===== src/rtl/shop_cmd_tx.sv =====
// Shop command transmitter: frames a key word plus up to two
// argument words as one-cycle beats with a configurable idle gap.
module shop_cmd_tx #(
  parameter int I_U_NUM_BITS = 4,
  parameter int O_A_NUM_BITS = 24,
  parameter int MAX_USERS    = 5,
  parameter int GAP_CYCLES   = 1
) (
  input  logic                    i_clk,
  input  logic                    i_reset,
  input  logic                    i_start,
  input  logic [2:0]              i_op,
  input  logic [I_U_NUM_BITS-1:0] i_uid,
  input  logic [1:0]              i_nargs,
  input  logic [O_A_NUM_BITS-1:0] i_arg0,
  input  logic [O_A_NUM_BITS-1:0] i_arg1,
  output logic                    o_rdy,
  output logic [I_U_NUM_BITS-1:0] o_u,
  output logic [O_A_NUM_BITS-1:0] o_a,
  output logic                    o_busy,
  output logic                    o_done,
  output logic                    o_err
);

  localparam int CW =
    (GAP_CYCLES < 2) ? 1 : $clog2(GAP_CYCLES + 1);
  localparam logic [CW-1:0] GAP_LD = CW'(GAP_CYCLES);
  localparam logic [I_U_NUM_BITS:0] MAX_U =
    (I_U_NUM_BITS + 1)'(MAX_USERS);

  typedef enum logic [2:0] {
    S_IDLE, S_KEY, S_GAP, S_ARG, S_DONE, S_ERR
  } state_t;

  state_t state_q, state_d;

  logic [I_U_NUM_BITS-1:0] uid_q;
  logic [1:0]              nargs_q;
  logic [O_A_NUM_BITS-1:0] arg0_q;
  logic [O_A_NUM_BITS-1:0] arg1_q;
  logic                    idx_q, idx_d;
  logic [CW-1:0]           cnt_q, cnt_d;

  logic                    rdy_d;
  logic [I_U_NUM_BITS-1:0] u_d;
  logic [O_A_NUM_BITS-1:0] a_d;
  logic                    busy_d;
  logic                    done_d;
  logic                    err_d;

  logic take;
  logic bad;

  function automatic logic [O_A_NUM_BITS-1:0] key_word(
    input logic [2:0] op
  );
    logic [23:0] k;
    k = 24'h0;
    case (op)
      3'd0:    k = 24'h4C474F;
      3'd1:    k = 24'h4C4749;
      3'd2:    k = 24'h414455;
      3'd3:    k = 24'h444C55;
      3'd4:    k = 24'h414449;
      3'd5:    k = 24'h444C49;
      3'd6:    k = 24'h425559;
      default: k = 24'h0;
    endcase
    return O_A_NUM_BITS'(k);
  endfunction

  assign take = (state_q == S_IDLE) && i_start;
  assign bad  = (i_op == 3'd7) || (i_nargs == 2'd3) ||
                ({1'b0, i_uid} >= MAX_U);

  always_ff @(posedge i_clk) begin
    if (i_reset) begin
      state_q <= S_IDLE;
      cnt_q   <= '0;
      idx_q   <= 1'b0;
      uid_q   <= '0;
      nargs_q <= '0;
      arg0_q  <= '0;
      arg1_q  <= '0;
      o_rdy   <= 1'b0;
      o_u     <= '0;
      o_a     <= '0;
      o_busy  <= 1'b0;
      o_done  <= 1'b0;
      o_err   <= 1'b0;
    end else begin
      state_q <= state_d;
      cnt_q   <= cnt_d;
      idx_q   <= idx_d;
      if (take) begin
        uid_q   <= i_uid;
        nargs_q <= i_nargs;
        arg0_q  <= i_arg0;
        arg1_q  <= i_arg1;
      end
      o_rdy  <= rdy_d;
      o_u    <= u_d;
      o_a    <= a_d;
      o_busy <= busy_d;
      o_done <= done_d;
      o_err  <= err_d;
    end
  end

  always_comb begin
    state_d = state_q;
    cnt_d   = cnt_q;
    idx_d   = idx_q;
    unique case (state_q)
      S_IDLE: begin
        if (i_start) begin
          state_d = bad ? S_ERR : S_KEY;
          idx_d   = 1'b0;
        end
      end
      S_KEY: begin
        if (nargs_q == 2'd0) begin
          state_d = S_DONE;
        end else if (GAP_CYCLES == 0) begin
          state_d = S_ARG;
        end else begin
          state_d = S_GAP;
          cnt_d   = GAP_LD;
        end
      end
      S_GAP: begin
        if (cnt_q <= CW'(1)) begin
          state_d = S_ARG;
          cnt_d   = '0;
        end else begin
          cnt_d = cnt_q - CW'(1);
        end
      end
      S_ARG: begin
        // nargs is 1 or 2 here; idx marks the second argument
        if ((nargs_q == 2'd1) || idx_q) begin
          state_d = S_DONE;
        end else begin
          idx_d = 1'b1;
          if (GAP_CYCLES == 0) begin
            state_d = S_ARG;
          end else begin
            state_d = S_GAP;
            cnt_d   = GAP_LD;
          end
        end
      end
      S_DONE:  state_d = S_IDLE;
      S_ERR:   state_d = S_IDLE;
      default: state_d = S_IDLE;
    endcase
  end

  // Outputs are decoded from the next state so they land registered.
  always_comb begin
    rdy_d  = 1'b0;
    u_d    = '0;
    a_d    = '0;
    busy_d = (state_d != S_IDLE);
    done_d = (state_d == S_DONE);
    err_d  = (state_d == S_ERR);
    unique case (state_d)
      S_KEY: begin
        rdy_d = 1'b1;
        u_d   = i_uid;
        a_d   = key_word(i_op);
      end
      S_ARG: begin
        rdy_d = 1'b1;
        u_d   = uid_q;
        a_d   = idx_d ? arg1_q : arg0_q;
      end
      default: begin
        rdy_d = 1'b0;
      end
    endcase
  end

endmodule


===== config.mk =====
export PLATFORM = sky130hd
export DESIGN_NAME = shop_cmd_tx
export DESIGN_NICKNAME = d
export VERILOG_FILES = /design/src/rtl/shop_cmd_tx.sv
export SDC_FILE = /design/constraint.sdc
export NUM_CORES = 1
export LEC_CHECK = 0
export CAP_MARGIN = 40
export CORE_ASPECT_RATIO = 1.75
export CORE_MARGIN = 2
export CORE_UTILIZATION = 25
export CTS_CLUSTER_SIZE = 14
export DETAILED_ROUTE_END_ITERATION = 10
export PLACE_DENSITY = 0.47
export SLEW_MARGIN = 30
export SYNTH_ARGS = -nofsm -noshare
export SYNTH_HDL_FRONTEND = slang
export SYNTH_SLANG_ARGS = --single-unit
export TNS_END_PERCENT = 50

===== constraint.sdc =====
create_clock -name i_clk -period 2 [get_ports i_clk]
set_input_delay 0.2 -clock i_clk [delete_from_list [all_inputs] [get_ports i_clk]]
set_output_delay 0.2 -clock i_clk [all_outputs]
set_load 0.03 [all_outputs]

==> run_1/density.png <==
Scale bar: 20 µm. The die is cut into 9 by 16 equal tiles; black is low, pale yellow is high, 0 to 100% covered.
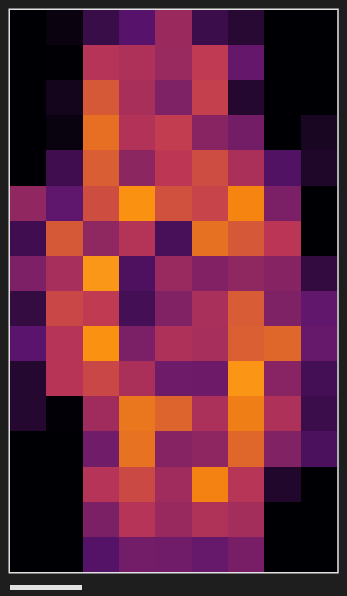
mean over tiles	32%
emptiest ninth of the die	north-east
nearly empty tiles	20%
fullest tile	77%
tiles over 75% full	2.8%
standard cell core area: 0.0130 mm²
utilization after layout: 0.369
Floorplan Utilization: 0.257

==> run_1/met1.png <==
Scale bar: 20 µm.
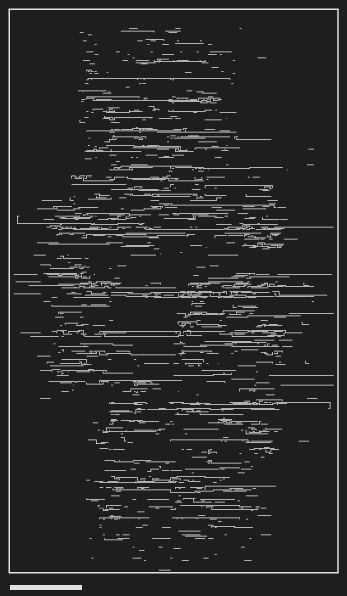
main direction	horizontal
nets with wire on the layer	487
Final Routed Wirelength: 9.47 mm
met1 Use GR: 0.152
routed via count: 2,960

==> run_1/met2.png <==
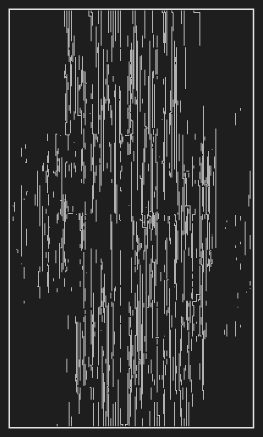
longest straight run	56.1 µm
main direction	vertical
nets with wire on the layer	464
met2 usage: 0.252

==> run_1/final_congestion.png <==
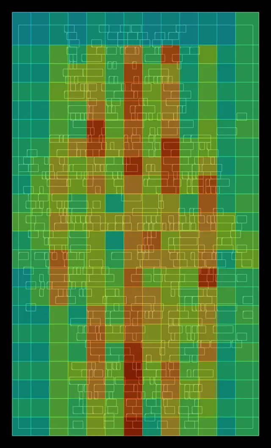
global routing's busiest layer: met2
GRT Util Overall: 0.138
met3 Resource Use GR: 0.0311
average wire per cell in the routed design: 14.3 µm

==> impl.org, run 1 <==
* Flow results

** Yosys
- Main combinational cell family by area after synthesis :: simple AND/OR/NAND/NOR gates
- Warnings reported by Yosys during synthesis add up to 0.
- The main area contributors are dfxtp_1 (54%), nand2_1 (15%), a21oi_1 (8.8%).
- When the netlist entered floorplanning its net count stood at around 460.
- #FFs+latches synth :: 90
- Synthesized-area fraction occupied by ao, oa, aoi and oai cells :: 0.159
- Post-synthesis async set-or-reset flop share :: 0
- Commonest cells in the netlist :: nand2_1 (130), dfxtp_1 (90), a21oi_1 (59), clkbuf_1 (16), mux2i_1 (13)
- Multiplexer area fraction after synthesis :: 0.0456
- Post-synth the commonest register cell is dfxtp_1.
- A synthesized cell averages 8.41 µm².
- Synthesized chip area reported by yosys :: about 0.0033 mm²

** Drt
- Summed over all nets, wire length on met3 after detailed routing comes to 384 µm.
- TritonRoute reported its final design rule violation total as 0.
- Routed length on met1 :: roughly 3.8 mm
- Final antenna-violating net count :: 0
- Uppermost signal routing layer after detailed routing :: met4

** Clock network
- CTS added clock buffers totalling 9.
- TritonCTS clock tree :: yes
- Looking at the clock tree report, the H-tree level count equals 3.
- Quantity of hold-fixing buffers added after cts :: 0

** GRT
- Via count of the first global-routing pass :: 2,999
- The first global-routing pass estimated 15.1 mm of wire.
- Antenna violations before repair :: 0
- Recorded from the global router log, the overflow total was 0.

** Layout
- Share of cell area taken by flip-flops and latches :: 0.376
- N_diodes :: 0
- Non-clock buffer count in the final layout :: 108
- Number of fill cells in the layout :: 1,320
- Share of cell area taken by multi-input logic gates :: 0.295
- The final layout contains a sequential cell count of 90.
- The layout report lists the multi-input gate area as 0.00142 mm².
- Fraction of area in clock buffers and inverters :: 0.0637
- Biggest registers after layout :: arg0_q x24, arg1_q x24, o_a x24
- Storage element area :: approximately 0.0018 mm²
- Most used logic cell in the final layout :: nand2_1

** Place
- HPWL after detailed placement :: 7.09 mm
- The placement report lists the number of port buffers as between 90 and 100.
- Per the post-place timing report, worst setup slack is roughly 42 ps.
- Gpl congestion :: around 0.74

** Timing
- Post-route period utilization is reported as 0.919.
- Final-layout setup total negative slack :: 0 ps
- Clock period minus final worst setup slack :: 1840 ps
- In the final report, the number of pins over their slew limit comes to 0.
- Setup violations remaining at the end of the flow were counted as 0.

** Status
- Run status :: complete, no violations

** Worst setup path
- Crit path depth :: 6
- In this run the register-to-register setup slack is 160 ps.
- STA classifies the critical path endpoint as a flip-flop.
- Max incr delay on CP :: roughly 470 ps
- Along the critical path, the tally of buffer and inverter instances is 1.
- Worst Setup Path Type :: flip-flop to flip-flop
- The number of cells on the worst reg-to-reg path is 6.
- The worst register-to-register path ends at o_a[2].
- The critical path endpoint has a required time of 2220 ps.
- OpenSTA lists the critical path endpoint as o_a[2].
- Startpoint class of the critical path :: flip-flop

** Floorplan
- The floorplan step defined a die boundary enclosing approximately 0.014 mm².

** Power
- Share of power burned in registers :: 0.467
- Summed over all nets, the switching power comes to 971 µW.
- Power Total :: approximately 4.2 mW
- Reported combinational group power :: 492 µW
- Maximum vdd ir drop :: about 360 µV
- Power dissipated in the clock network :: between 1.5 and 2 mW

** Job
- Tally of OpenROAD warnings :: 26

** Worst hold path
- The type recorded for the worst min-delay path is primary input to flip-flop.
==> run_1/wire_density.png <==
Scale bar: 20 µm. The die is cut into 18 by 31 equal tiles; black is low, pale yellow is high, scaled to the fullest tile. Values are wire area over tile area, all layers added.
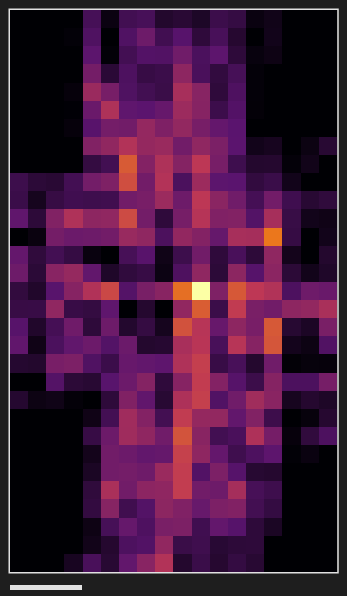

==> inputs of run 2 (changes only) <==
Settings changed: MAX_ROUTING_LAYER set to met4.
==> run_2/wire_density.png <==
Scale bar: 20 µm. The die is cut into 18 by 31 equal tiles; black is low, pale yellow is high, scaled to the fullest tile. Values are wire area over tile area, all layers added.
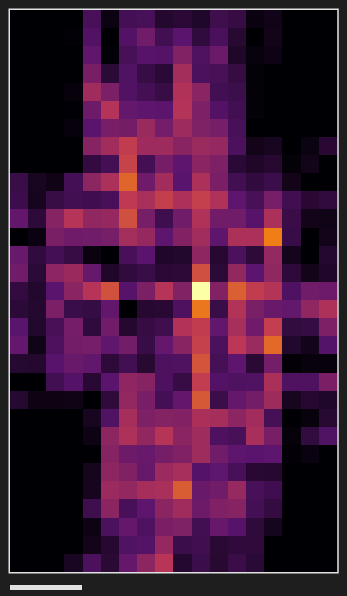
tiles over half the peak	3.9%
nearly empty tiles	26%
emptiest ninth of the die	north-east
GRT Util Overall: 0.142
routed via count: 2,937
Final Routed Wirelength: 9.46 mm
average wire per cell in the routed design: 14.3 µm

==> impl.org, run 2 <==
* Flow results

** Status
- Run status: complete, no violations (unchanged).

** GRT
- The global route total overflow was 0 (unchanged).
- Antenna violations before repair :: 0 (unchanged)
- Via count of the first global-routing pass :: 2,995 (was 2,999)
- Met3 Resource Use GR :: 0.0278 (was 0.0311)
- The wire length of the first global-routing pass came to 15.1 mm (unchanged).
- The met1 track demand over resource came to 0.153 (was 0.152).
- Pin count of the biggest net entering global routing :: 37 (unchanged)
- The global routing's busiest layer is met2 (unchanged).
- Met2 usage :: 0.252 (about the same)

** Layout
- The number of diodes added for antenna fixing came to 0 (unchanged).
- The clock network area share came to 0.0637 (unchanged).
- Non-clock buffer count in the final layout :: 108 (unchanged)
- The number of flip-flops and latches came to 90 (unchanged).
- Share of cell area taken by multi-input logic gates :: 0.295 (unchanged)
- Biggest registers after layout :: arg0_q x24, arg1_q x24, o_a x24 (unchanged)
- Share of cell area taken by flip-flops and latches :: 0.376 (unchanged)
- Number of fill cells in the layout :: 1,320 (unchanged)
- Most used logic cell in the final layout :: nand2_1 (unchanged)
- Logic area :: 0.00142 mm² (unchanged)
- Combinational gates :: 277 (unchanged)
- The final standard cell utilization of the core was 0.369 (unchanged).
- The storage element area was 0.00180 mm² (unchanged).

** Timing
- Pins Over Slew Limit :: 0 (unchanged)
- The final cycle utilization of the critical path is 0.921 (was 0.919).
- Clock period minus final worst setup slack :: 1840 ps (about the same)
- Number of endpoints failing setup at the final stage :: 0 (unchanged)
- The total negative setup slack is 0 ps (unchanged).

** Yosys
- Synthesized chip area reported by yosys :: 0.00335 mm² (unchanged)
- The proportion of synthesized flip-flops having asynchronous set or reset is 0 (unchanged).
- The fraction of synthesized area in multiplexers came to 0.0456 (unchanged).
- The number of nets in the synthesized netlist came to 458 (unchanged).
- The average cell area after synthesis came to 8.41 µm² (unchanged).
- Main combinational cell family by area after synthesis :: simple AND/OR/NAND/NOR gates (unchanged)
- Commonest cells in the netlist: nand2_1 (130), dfxtp_1 (90), a21oi_1 (59), clkbuf_1 (16), mux2i_1 (13) (unchanged).
- #FFs+latches synth :: 90 (unchanged)
- Main area contributors :: dfxtp_1 (54%), nand2_1 (15%), a21oi_1 (8.8%) (unchanged)
- The simple-gate share of the synthesized area came to 0.210 (unchanged).
- The prevailing post-synth register cell is dfxtp_1 (unchanged).
- The number of warnings issued by yosys is 0 (unchanged).
- The area share of and-or/or-and cells after synthesis was 0.159 (unchanged).
- The cell count in the Yosys report came to 398 (unchanged).

** Worst setup path
- Internal reg-to-reg setup slack :: 160 ps (about the same)
- Required time of the worst setup path :: 2220 ps (about the same)
- The number of buffers and inverters on the critical path came to 1 (unchanged).
- Worst Reg2Reg Path Length in Cells :: 6 (unchanged)
- Max incr delay on CP :: 470 ps (about the same)
- The last element of the critical path was o_a[2] (unchanged).
- The critical register-to-register path endpoint was o_a[2] (unchanged).
- Worst Setup Path Type :: flip-flop to flip-flop (unchanged)
- Endpoint class of the critical path :: flip-flop (unchanged)
- The kind of launch point of the worst setup path is a flip-flop (unchanged).
- The path length in cells of the critical path is 6 (unchanged).
- Critical path fanouts, max :: 7 (unchanged)

** Drt
- Uppermost signal routing layer after detailed routing :: met4 (unchanged)
- Met3 Wirelength :: 323 µm (was 384 µm)
- Routed length on met1 :: 3.83 mm (was 3.78 mm)
- The DRC violation count after routing was 0 (unchanged).
- The tally of nets with antenna violations remaining after routing came to 0 (unchanged).

** Place
- Post-detailed-placement cell area :: 0.00449 mm² (unchanged)
- The pre-CTS worst setup slack was 41.8 ps (unchanged).
- The number of input and output port buffers inserted was 91 (unchanged).
- The routability-driven placement congestion ratio came to 0.752 (was 0.743).
- HPWL after detailed placement :: 7.09 mm (unchanged)

** Clock network
- The clock buffer count from CTS came to 9 (unchanged).
- Clock Tree Root :: clkbuf_16 (unchanged)
- The clock sink count was 90 (unchanged).
- The level count of the clock H-tree was 3 (unchanged).
- Clock-pin slew reported for the worst setup and hold paths after clock tree synthesis :: 60 ps (about the same)
- The CTS tree is yes (unchanged).
- The hold buffer count at cts is 0 (unchanged).
- The count of buffers added by post-CTS timing repair for setup is 0 (unchanged).

** Job
- The number of logged tool warnings came to 26 (unchanged).

** Floorplan
- Floorplan die area :: 0.0144 mm² (unchanged)
- Floorplan Utilization :: 0.257 (unchanged)
- Standard-cell row count :: 55 (unchanged)
- Count of pins on the block boundary :: 92 (unchanged)
- The placeable core region is 0.0130 mm² (unchanged).

** Power
- The reported combinational group power was 492 µW (about the same).
- Power dissipated in the clock network :: 1.73 mW (was 1.72 mW)
- The sequential group share of total power is 0.467 (about the same).
- The worst voltage drop across the vdd grid was 359 µV (was 360 µV).
- Clock Power Share :: 0.415 (was 0.414)
- The switching power came to 976 µW (was 971 µW).
- Power Total :: 4.16 mW (was 4.15 mW)

** Worst hold path
- Min-Delay Path Class :: primary input to flip-flop (unchanged)
Power and IR drop assume default switching activity.
